### src/rtl/prog_pkg.sv
// Shared types and constants for the instruction-fetch slice.
package prog_pkg;
  localparam int ADDR_W  = 8;
  localparam int INSTR_W = 27;
  localparam int OP_HI   = 26;
  localparam int OP_LO   = 21;
  localparam logic [OP_HI-OP_LO:0] HALT_OP = 6'h3F;

  typedef enum logic {RUN, HALT} fetch_state_t;
  typedef logic [ADDR_W-1:0]  addr_t;
  typedef logic [INSTR_W-1:0] instr_t;
endpackage

### src/rtl/prog_fetch.sv
// Instruction-fetch unit: owns the PC, reads progMem combinationally and
// registers the returned word for decode. Supports stall, redirect and sticky halt.
module prog_fetch
  import prog_pkg::*;
#(
  parameter int                ADDR_W   = prog_pkg::ADDR_W,
  parameter int                INSTR_W  = prog_pkg::INSTR_W,
  parameter logic [ADDR_W-1:0] RESET_PC = '0
) (
  input  logic               Clk,
  input  logic               Reset,
  output logic [ADDR_W-1:0]  Address,
  input  logic [INSTR_W-1:0] Data_In,
  input  logic               Stall,
  input  logic               Branch_En,
  input  logic [ADDR_W-1:0]  Branch_Target,
  output logic [INSTR_W-1:0] Instr,
  output logic [ADDR_W-1:0]  Instr_PC,
  output logic               Instr_Valid,
  output logic               Halted
);

  fetch_state_t       state_q, state_d;
  logic [ADDR_W-1:0]  pc_q, pc_d;
  logic [INSTR_W-1:0] instr_q, instr_d;
  logic [ADDR_W-1:0]  instr_pc_q, instr_pc_d;
  logic               vld_q, vld_d;

  always_comb begin
    state_d    = state_q;
    pc_d       = pc_q;
    instr_d    = instr_q;
    instr_pc_d = instr_pc_q;
    vld_d      = vld_q;
    if (state_q == RUN) begin
      // Redirect wins over stall; the stalled instruction is simply dropped.
      if (Branch_En) begin
        pc_d  = Branch_Target;
        vld_d = 1'b0;
      end else if (!Stall) begin
        instr_d    = Data_In;
        instr_pc_d = pc_q;
        vld_d      = 1'b1;
        pc_d       = pc_q + ADDR_W'(1);
        if (Data_In[OP_HI:OP_LO] == HALT_OP) begin
          state_d = HALT;
        end
      end
    end else if (!Stall) begin
      // Halt word has been consumed by decode; nothing more is ever issued.
      vld_d = 1'b0;
    end
  end

  always_ff @(posedge Clk or posedge Reset) begin
    if (Reset) begin
      state_q    <= RUN;
      pc_q       <= RESET_PC;
      instr_q    <= '0;
      instr_pc_q <= '0;
      vld_q      <= 1'b0;
    end else begin
      state_q    <= state_d;
      pc_q       <= pc_d;
      instr_q    <= instr_d;
      instr_pc_q <= instr_pc_d;
      vld_q      <= vld_d;
    end
  end

  assign Address     = pc_q;
  assign Instr       = instr_q;
  assign Instr_PC    = instr_pc_q;
  assign Instr_Valid = vld_q;
  assign Halted      = (state_q == HALT);

endmodule

### config.mk
export PLATFORM = sky130hd
export DESIGN_NAME = prog_fetch
export DESIGN_NICKNAME = d
export VERILOG_FILES = /design/src/rtl/prog_pkg.sv /design/src/rtl/prog_fetch.sv
export SDC_FILE = /design/constraint.sdc
export NUM_CORES = 1
export LEC_CHECK = 0
export ABC_AREA = 1
export CAP_MARGIN = 15
export CORE_ASPECT_RATIO = 1.2
export CORE_MARGIN = 2
export CORE_UTILIZATION = 46
export CTS_CLUSTER_SIZE = 8
export DETAILED_ROUTE_END_ITERATION = 8
export GPL_ROUTABILITY_DRIVEN = 0
export PLACE_DENSITY_LB_ADDON = 0.12
export SYNTH_ARGS = -nofsm -noshare
export SYNTH_HDL_FRONTEND = slang
export SYNTH_SLANG_ARGS = --single-unit
### constraint.sdc
create_clock -name Clk -period 4 [get_ports Clk]
set_clock_uncertainty 0.1 [all_clocks]
set_input_delay 0.8 -clock Clk [delete_from_list [all_inputs] [get_ports Clk]]
set_output_delay 0.8 -clock Clk [all_outputs]
set_load 0.02 [all_outputs]
Figure 1. Sequential cells coloured by netlist name (run 1).
Bar = 20 um. Other sequential cells in the stronger grey, the rest of the logic in the fainter grey.
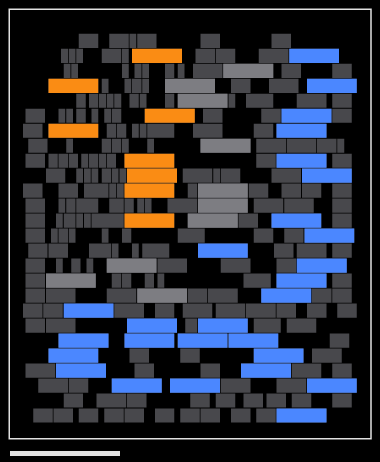
[blue] `Instr` | flops: 27 | where: all over the die
[orange] `Address` | flops: 8
final core occ: 69.4%
flop share of the area: 37.8%

Figure 2. Clock nets (run 1).
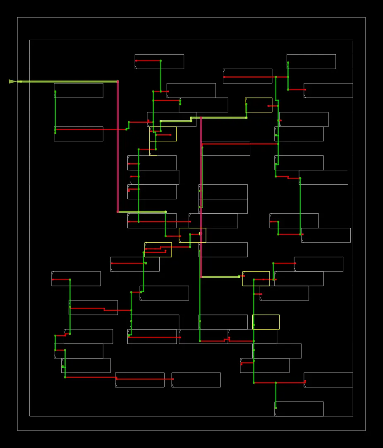
clock network power: 274 uW
seq_cells: 45
Clock Buffer Count: 7

Figure 3. Metal layers overlaid (run 1).
Two of the layers only.
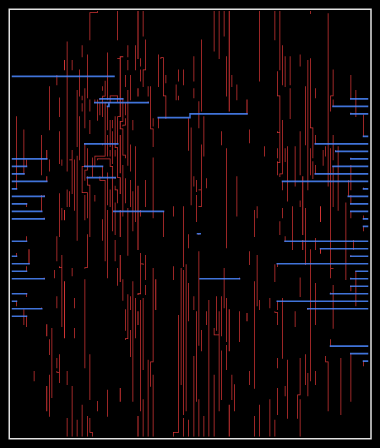
[blue] met3 | wire length: 312 um
[red] met2 | wire length: 1990 um

Figure 4. Signal metal coverage by tile (run 1).
13 x 16 tiles, from dark purple (low) to yellow (high), scaled to the fullest tile. Values are wire area over tile area, all layers added.
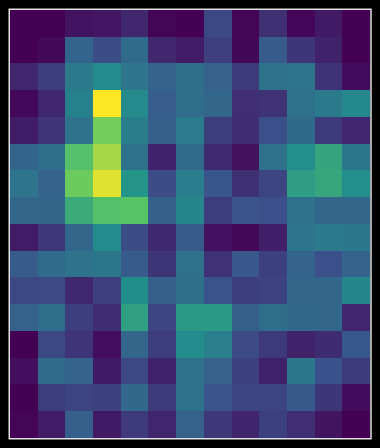
fullest tile: 0.51
tiles over half the peak: 7.7%
nearly empty tiles: 6.7%
mean over tiles: 0.14
final WL: 4320 um
drt wl/cell: 14.0 um
DR vias: 1502

==> impl_metrics.env, run 1 <==
# physical design summary
export IMPL_syn_avg_cell_area_sq_um=12.4
export IMPL_path_depth=4
export IMPL_timing_final_ws_setup_ns=1.62
export IMPL_dp_hpwl_um=3130
export IMPL_worstSetupPathType="input pin to flip-flop"
export IMPL_die_height_um=77.7
export IMPL_worstHoldStart="Instr_PC[0]"
export IMPL_power_density_mw_per_mm2=276
export IMPL_rrSetupSlack_ns=2.34
export IMPL_coreArea_sq_mm=0.00429
export IMPL_worstSetupEndpointType="flip-flop"
export IMPL_startpoint="Branch_En"
export IMPL_wl_met1_um=1960
export IMPL_switching_share_pct=21.8
export IMPL_p_comb_share_pct=10.1
export IMPL_syn_instance_count=168
export IMPL_worst_hold_slack_ns=0.392
export IMPL_placed_cells=301
export IMPL_num_fill_cells=326
export IMPL_cts_max_path_buffers=2
export IMPL_timing_critical_path_buf_inv=1
export IMPL_path_max_fanout=40
export IMPL_dr_wl_met2_um=1990
export IMPL_final_cells=308
export IMPL_fp_util_pct=48.5
export IMPL_placed_area_sq_mm=0.00289
export IMPL_overflow=0
export IMPL_cts_clk_slew_worst_paths_ns=0.08
export IMPL_irDropWorstVdd_v=0.000141
export IMPL_cts_hold_fix_buffers=0
export IMPL_cellLeakagePower_nw=1.48
export IMPL_cp_required_ns=4.07
export IMPL_grt_start_max_net_pins=46
export IMPL_ys_sh_aoi_pct=5.53
export IMPL_ant_nets=0
export IMPL_power_frac_seq_pct=56.6
export IMPL_cts_tree="yes"
export IMPL_setup_violations=0
export IMPL_synth_top_area_share_pct=54.1
export IMPL_antenna_cells=0
export IMPL_use_met1_pct=24.5
export IMPL_port_buffers=83
export IMPL_area_leaders="dfrtp_1 54%, mux2_4 22%, nand2_1 5.2%"
export IMPL_grt_use_met2_pct=28.0
export IMPL_status="complete, no violations"
export IMPL_cts_made_buffers=5
export IMPL_ys_warn_count=0
export IMPL_nNetsFinal=292
export IMPL_p_switching_uw=179
## run 1: registers in the layout (all words and copies together), names as in the netlist
name	flops
Address	8
Instr_Valid	1
Instr	27
Halted	1
Instr_PC	8
## run 1: cell type report
type,instances,area (sq um),area share (%)
multi-input combinational,106,826,27.7
sequential,45,1130,37.8
timing repair buffer,83,831,27.9
inverter,11,41.3,1.39
clock buffer,7,86.3,2.90
tap,56,70.1,2.35
## run 1: power groups by stage
stage / clock network [mW] / registers [mW] / logic (mW)
after floorplan: 0 / 0.479 / 0.0243
after global placement: 0 / 0.475 / 0.0827
after detailed placement: 0 / 0.475 / 0.0840
after CTS: 0.284 / 0.466 / 0.0843
after global routing: 0.308 / 0.467 / 0.0914
final: 0.274 / 0.466 / 0.0830
Figure 5. Cell area per tile (run 1).
Bar = 20 um. 7 x 8 tiles, from dark purple (low) to yellow (high), 0 to 100% covered.
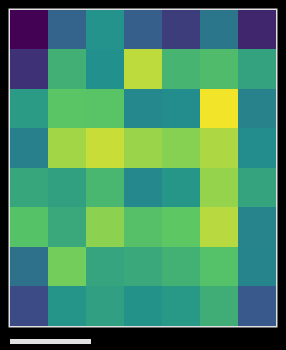

==> inputs of run 2 (changes only) <==
--- a/config.mk
+++ b/config.mk
@@ -9,7 +9,7 @@
 export CAP_MARGIN = 15
 export CORE_ASPECT_RATIO = 1.2
 export CORE_MARGIN = 2
-export CORE_UTILIZATION = 46
+export CORE_UTILIZATION = 39
 export CTS_CLUSTER_SIZE = 8
 export DETAILED_ROUTE_END_ITERATION = 8
 export GPL_ROUTABILITY_DRIVEN = 0
==> constraint.sdc (replaced) <==
create_clock -name Clk -period 2.1 [get_ports Clk]
set_clock_uncertainty 0.1 [all_clocks]
set_input_delay 0.42 -clock Clk [delete_from_list [all_inputs] [get_ports Clk]]
set_output_delay 0.42 -clock Clk [all_outputs]
set_load 0.02 [all_outputs]
Figure 6. Cell area per tile (run 2).
Bar = 20 um. 7 x 8 tiles, from dark purple (low) to yellow (high), 0 to 100% covered.
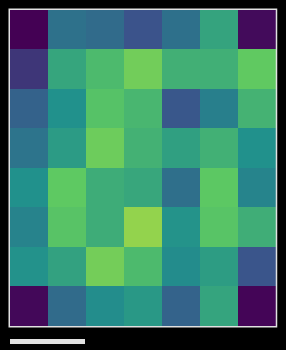
nearly empty tiles: 3.6%
mean over tiles: 51%
fullest tile: 83%
final core occ: 59.2%
Core Util at FP: 39.8%
core footprint: 0.00523 sq mm

Figure 7. Signal metal coverage by tile (run 2).
14 x 17 tiles, from dark purple (low) to yellow (high), scaled to the fullest tile. Values are wire area over tile area, all layers added.
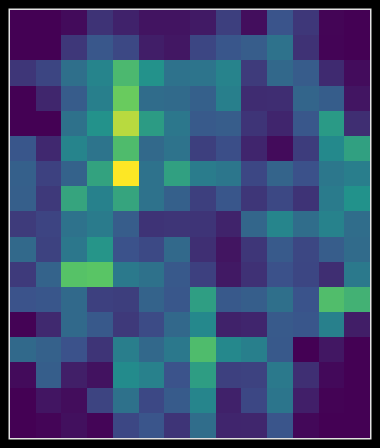
fullest tile: 0.45
densest ninth of the die: west
tiles over half the peak: 9.7%
final WL: 4360 um
drt wl/cell: 13.5 um
All-Layer GR Usage: 16.0%

==> run 2 against run 1 <==
  * Clock-buffer cell count unchanged
  * Worst hold slack worse by 0.045 ns
  * Worst setup slack worse by 1.4 ns
  * Wire length up 1.0%
  * Via count up 0.60%
  * Sequential power up about 90%
  * Combinational power up 100%
  * Total power up 98%
  * Cell count up 4.5%
  * Synthesized area unchanged
  * Flip-flop count unchanged
  * Largest cell class unchanged
==> impl_metrics.env, run 2 <==
# physical design summary
export IMPL_vias=1511
export IMPL_irDropWorstVdd_v=0.000282
export IMPL_rrSetupSlack_ns=0.64
export IMPL_placed_area_sq_mm=0.00299
export IMPL_ys_sh_aoi_pct=5.53
export IMPL_cts_hold_fix_buffers=0
export IMPL_cp_required_ns=1.58
export IMPL_cts_max_path_buffers=2
export IMPL_sequentialPower_uw=886
export IMPL_top_power_group="sequential cells"
export IMPL_dr_wl_met2_um=2030
export IMPL_cts_tree="yes"
export IMPL_final_cells=322
export IMPL_largest_reg_flops=27
export IMPL_cellLeakagePower_nw=1.54
export IMPL_path_depth=1
export IMPL_num_fill_cells=472
export IMPL_worstSetupEndpointType="output port"
export IMPL_overflow=0
export IMPL_synth_top_area_share_pct=54.1
export IMPL_dp_hpwl_um=3320
export IMPL_grt_start_max_net_pins=21
export IMPL_startpoint="Halted"
export IMPL_timing_critical_path_buf_inv=1
export IMPL_syn_avg_cell_area_sq_um=12.4
export IMPL_wl_met1_um=1990
export IMPL_power_density_mw_per_mm2=528
export IMPL_worstSetupPathType="flip-flop to output port"
export IMPL_p_switching_uw=361
export IMPL_area_leaders="dfrtp_1 54%, mux2_4 22%, nand2_1 5.2%"
export IMPL_rsz0062_at_grt="false"
export IMPL_cts_made_buffers=5
export IMPL_p_comb_share_pct=10.4
export IMPL_cts_clk_slew_worst_paths_ns=0.08
export IMPL_worst_hold_slack_ns=0.347
export IMPL_timing_final_ws_setup_ns=0.186
export IMPL_ant_nets=0
export IMPL_die_height_um=84.0
export IMPL_antenna_cells=0
export IMPL_p_clk_uw=576
export IMPL_switching_share_pct=22.1
export IMPL_status="complete, no violations"
export IMPL_syn_instance_count=168
Figure 8. Sequential cells coloured by netlist name (run 2).
Bar = 20 um. Other sequential cells in the stronger grey, the rest of the logic in the fainter grey.
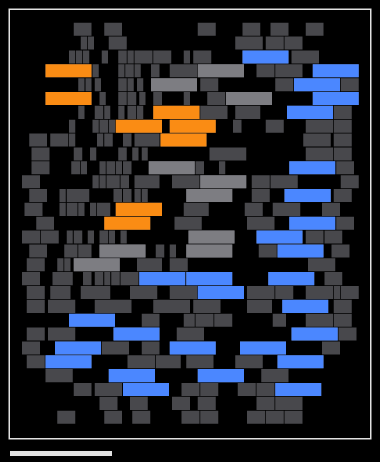
[blue] `Instr` | flops: 27
[orange] `Address` | flops: 8

[run 2: cell counts after synthesis]
Identical to the previous run, type by type.
[run 2: cell type report]
type                            count  area (sq um)  share of cell area [%]
Inverter                           11          41.3                    1.33
Multi-Input combinational cell    106           826                    26.7
Tap cell                           62          77.6                    2.51
Clock buffer                        7          96.3                    3.11
Timing Repair Buffer               90           921                    29.8
Sequential cell                    45          1130                    36.4
Clock inverter                      1          5.00                   0.162
[run 2: per-layer routing]
| layer | global-route usage (%) | vias to the layer above |
|---|---|---|
| met2 | 24.9 | 62 |
| met3 | 3.99 | 6 |
| met4 | 5.66 | 0 |
| li1 | - | 741 |
| met5 | 0 | - |
| met1 | 21.7 | 702 |
Power and IR drop assume default switching activity.
